### config.mk
export PLATFORM = sky130hd
export DESIGN_NAME = usr_sequencer
export DESIGN_NICKNAME = d
export VERILOG_FILES = /design/src/rtl/usr_sequencer.sv
export SDC_FILE = /design/constraint.sdc
export NUM_CORES = 1
export LEC_CHECK = 0
export CORE_ASPECT_RATIO = 1.25
export CORE_MARGIN = 5
export CORE_UTILIZATION = 45
export CTS_BUF_LIST = sky130_fd_sc_hd__clkbuf_8
export DETAILED_ROUTE_END_ITERATION = 8
export GPL_ROUTABILITY_DRIVEN = 0
export PLACE_DENSITY = 0.79
export SLEW_MARGIN = 10
export SYNTH_ARGS = -nofsm -noshare
export SYNTH_HDL_FRONTEND = slang
export SYNTH_SLANG_ARGS = --single-unit
### constraint.sdc
create_clock -name clk -period 1.38 [get_ports clk]
set_input_delay 0.207 -clock clk [delete_from_list [all_inputs] [get_ports clk]]
set_output_delay 0.207 -clock clk [all_outputs]
set_load 0.005 [all_outputs]
### src/rtl/usr_sequencer.sv
// Command sequencer for a universal shift register: turns load/shift/hold
// commands into per-cycle mode selects and serial fill bits, then captures the result.
module usr_sequencer #(
    parameter int unsigned WIDTH = 4,
    parameter int unsigned CNT_W = 3
) (
    input  logic             clk,
    input  logic             clear,
    input  logic             cmd_valid,
    output logic             cmd_ready,
    input  logic [1:0]       cmd_op,
    input  logic [CNT_W-1:0] cmd_count,
    input  logic [WIDTH-1:0] cmd_data,
    output logic [1:0]       s,
    output logic [WIDTH-1:0] p_in,
    output logic             msb_in,
    output logic             lsb_in,
    input  logic [WIDTH-1:0] p_out,
    output logic             busy,
    output logic [WIDTH-1:0] result,
    output logic             result_valid
);

    localparam logic [1:0] OP_HOLD  = 2'b00;
    localparam logic [1:0] OP_SHR   = 2'b01;
    localparam logic [1:0] OP_SHL   = 2'b10;
    localparam logic [1:0] OP_LOAD  = 2'b11;

    typedef enum logic [1:0] {
        IDLE    = 2'b00,
        RUN     = 2'b01,
        CAPTURE = 2'b10
    } state_t;

    state_t             state;
    logic [1:0]         op_q;
    logic [CNT_W-1:0]   remaining;
    logic [WIDTH-1:0]   fill;

    assign cmd_ready = (state == IDLE) & clear;
    assign busy      = (state != IDLE);

    // Fill bits are consumed LSB first from a shifting copy, so bits past WIDTH come out as 0.
    always_ff @(posedge clk) begin
        if (!clear) begin
            state        <= IDLE;
            op_q         <= OP_HOLD;
            remaining    <= '0;
            fill         <= '0;
            s            <= OP_HOLD;
            p_in         <= '0;
            msb_in       <= 1'b0;
            lsb_in       <= 1'b0;
            result       <= '0;
            result_valid <= 1'b0;
        end else begin
            result_valid <= 1'b0;
            case (state)
                IDLE: begin
                    if (cmd_valid) begin
                        op_q   <= cmd_op;
                        p_in   <= cmd_data;
                        msb_in <= 1'b0;
                        lsb_in <= 1'b0;
                        s      <= OP_HOLD;
                        if (cmd_op == OP_LOAD) begin
                            state     <= RUN;
                            s         <= OP_LOAD;
                            remaining <= '0;
                        end else if (cmd_op != OP_HOLD && cmd_count != '0) begin
                            state     <= RUN;
                            s         <= cmd_op;
                            remaining <= cmd_count - CNT_W'(1);
                            fill      <= cmd_data >> 1;
                            if (cmd_op == OP_SHR) begin
                                msb_in <= cmd_data[0];
                            end else begin
                                lsb_in <= cmd_data[0];
                            end
                        end else begin
                            state <= CAPTURE;
                        end
                    end
                end
                RUN: begin
                    if (remaining == '0) begin
                        state  <= CAPTURE;
                        s      <= OP_HOLD;
                        msb_in <= 1'b0;
                        lsb_in <= 1'b0;
                    end else begin
                        remaining <= remaining - CNT_W'(1);
                        fill      <= fill >> 1;
                        if (op_q == OP_SHR) begin
                            msb_in <= fill[0];
                        end else if (op_q == OP_SHL) begin
                            lsb_in <= fill[0];
                        end
                    end
                end
                CAPTURE: begin
                    result       <= p_out;
                    result_valid <= 1'b1;
                    p_in         <= '0;
                    state        <= IDLE;
                end
                default: begin
                    state <= IDLE;
                    s     <= OP_HOLD;
                end
            endcase
        end
    end

endmodule
==> results_dict.tcl, run 1 <==
# yosys + openroad results
set metrics [dict create \
    status "complete, but fails checks" \
    violations "setup timing" \
    comb_share_pct 38.9 \
    fin_ws_ps -5.36 \
    layout_top_cells "buf_4 (34), clkdlybuf4s50_1 (23), dfxtp_1 (20)" \
    finalHoldViolations 0 \
    setup_viol_count_final 1 \
    numSynthFlops 23 \
    via_per_inst 5.34 \
    avgRoutedWirePerCell_um 14.4 \
    ys_async_sr_fraction_pct 0 \
    drt.antenna.violating_nets 0 \
    synth-edff-count 0 \
    grt_pass1_wl_um 5690 \
    simple_gate_share_pct 16.8 \
    cp.depth 7 \
    grt.met3_usage_pct 4.34 \
    bufAreaShareNonClock_pct 30.2 \
    xor_area_share_pct 2.80 \
    grt_most_used_layer "met2" \
    common_cells "dfxtp_1 (23), nor2_1 (16), a21oi_1 (10)" \
]
==> run_1/zoom.png <==
Region (32, 41) to (52, 61) um. Cells in grey, sequential cells in the stronger grey; small squares are vias.
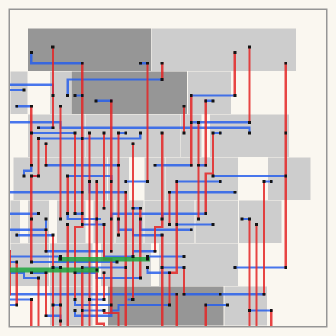
| colour | layer |
|---|---|
| red | met2 |
| green | met3 |
| blue | met1 |
sequential cells in the window: 3
netlist names of flops here include: `remaining` (3)
most frequent: buf_4 (7)
cells with their middle in the window: 28

==> run_1/pins.png <==
Bar = 20 um. Pins as bars across the die edge, other pins in grey.
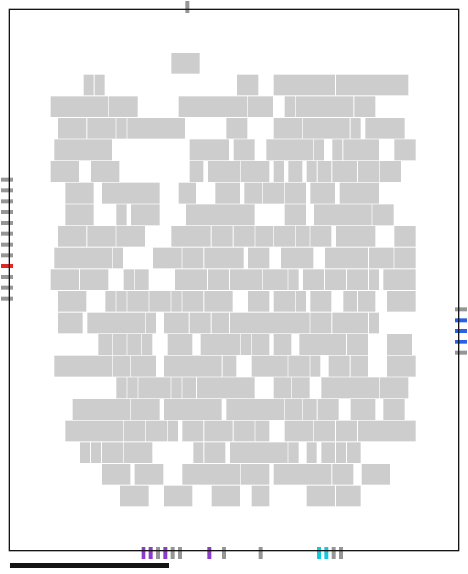
| colour | port | pins | direction | edge |
|---|---|---|---|---|
| blue | `cmd_count` | 3 | input | east |
| cyan | `s` | 2 | output | south |
| red | `cmd_valid` | 1 | input | west |
| purple | `cmd_data` | 4 | input | south |
Die W: 56.3 um
I/O Buffers: 30
chip height: 67.9 um

==> run_1/final_placement.png <==
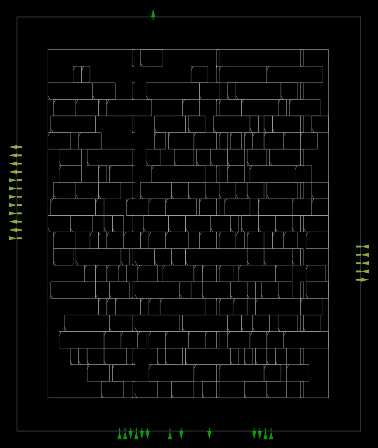
core area: 2630 um2
cell row count: 21
final non-filler cell total: 232
Fillers: 194

==> run_1/density.png <==
6 x 7 tiles, from white (low) to dark blue (high), 0 to 100% covered.
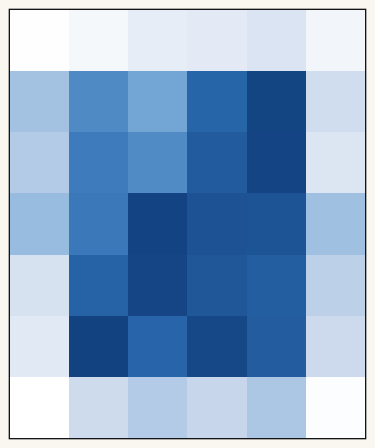

==> run 1 -> run 2 <==
--- a/config.mk
+++ b/config.mk
@@ -5,13 +5,15 @@
 export SDC_FILE = /design/constraint.sdc
 export NUM_CORES = 1
 export LEC_CHECK = 0
+export CELL_PAD_IN_SITES_DETAIL_PLACEMENT = 1
+export CELL_PAD_IN_SITES_GLOBAL_PLACEMENT = 2
 export CORE_ASPECT_RATIO = 1.25
-export CORE_MARGIN = 5
-export CORE_UTILIZATION = 45
+export CORE_MARGIN = 1.5
+export CORE_UTILIZATION = 26
 export CTS_BUF_LIST = sky130_fd_sc_hd__clkbuf_8
 export DETAILED_ROUTE_END_ITERATION = 8
 export GPL_ROUTABILITY_DRIVEN = 0
-export PLACE_DENSITY = 0.79
+export PLACE_DENSITY = 0.78
 export SLEW_MARGIN = 10
 export SYNTH_ARGS = -nofsm -noshare
 export SYNTH_HDL_FRONTEND = slang
==> run_2/density.png <==
6 x 8 tiles, from white (low) to dark blue (high), 0 to 100% covered.
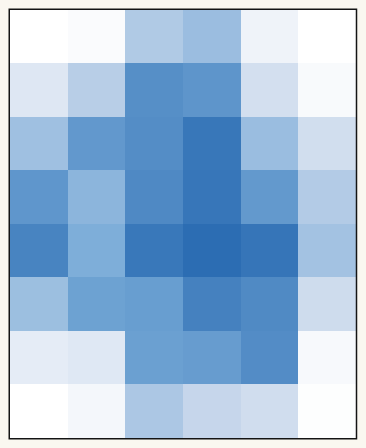
fullest tile: 75%
mean over tiles: 38%
emptiest ninth of the die: north-east
tiles over 75% full: 2.1%

==> run_2/final_placement.png <==
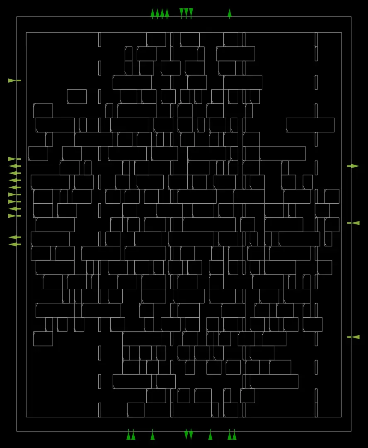
flop share of the area: 23.3%
Util after Layout: 45.5%
cell row count: 27

==> run 2 against run 1 <==
Effect of this change:
- the run now ends clean
- global-route usage fell by 1.6 points
- combinational power rose by 14%
- wire length rose by 24%
- largest cell class unchanged
- worst setup slack improved by 25 ps
- first-iteration DRC count rose by 8.7%
- utilization fell by 27 points
- clock power fell by 2%
- sequential power rose by 1%
==> results_dict.tcl, run 2 <==
# yosys + openroad results
set metrics [dict create \
    seqPwrFrac_pct 37.1 \
    finalHoldViolations 0 \
    flop_cell "dfxtp_1" \
    wl_met2_um 2360 \
    comb_share_pct 39.9 \
    die_w_um 64.0 \
    crit_chain "inv_2 > ha_4 > nor2b_4 > a21oi_2 > a21bo_4 > o32ai_2" \
    die_h_um 79.2 \
    p_switching_w 0.000677 \
    bufAreaShareNonClock_pct 29.5 \
    route.top_layer_used "met4" \
    numSynthFlops 23 \
    grt_most_used_layer "met2" \
    grt_pass1_wl_um 6680 \
    slew-limit-headroom_pct 76.2 \
    nFillCells 516 \
    finalCritPeriodShare_pct 98.6 \
    fin_ws_ps 19.3 \
    xor_area_share_pct 2.80 \
    via_per_inst 4.77 \
    simple_gate_share_pct 16.8 \
    cp.depth 6 \
    status "complete, no violations" \
    avgRoutedWirePerCell_um 16.0 \
    ys_warn_count 0 \
    seq_cell_count 23 \
    setup_viol_count_final 0 \
    p_clk_w 0.000408 \
    layout_top_cells "buf_4 (38), clkdlybuf4s50_1 (23), dfxtp_1 (19)" \
    cts-htree-levels 1 \
    cts_hold_buf 0 \
    cap_violations 0 \
    clk_pin_slew_ps 80 \
    antenna_found_initial 0 \
    ys_async_sr_fraction_pct 0 \
    synth-edff-count 0 \
    final_cells 260 \
    drt.antenna.violating_nets 0 \
    common_cells "dfxtp_1 (23), nor2_1 (16), a21oi_1 (10)" \
    grt.met3_usage_pct 2.27 \
    dp.cells 246 \
    io_buffers 30 \
]
No activity file was given, so power comes from the tool's default toggle rates.
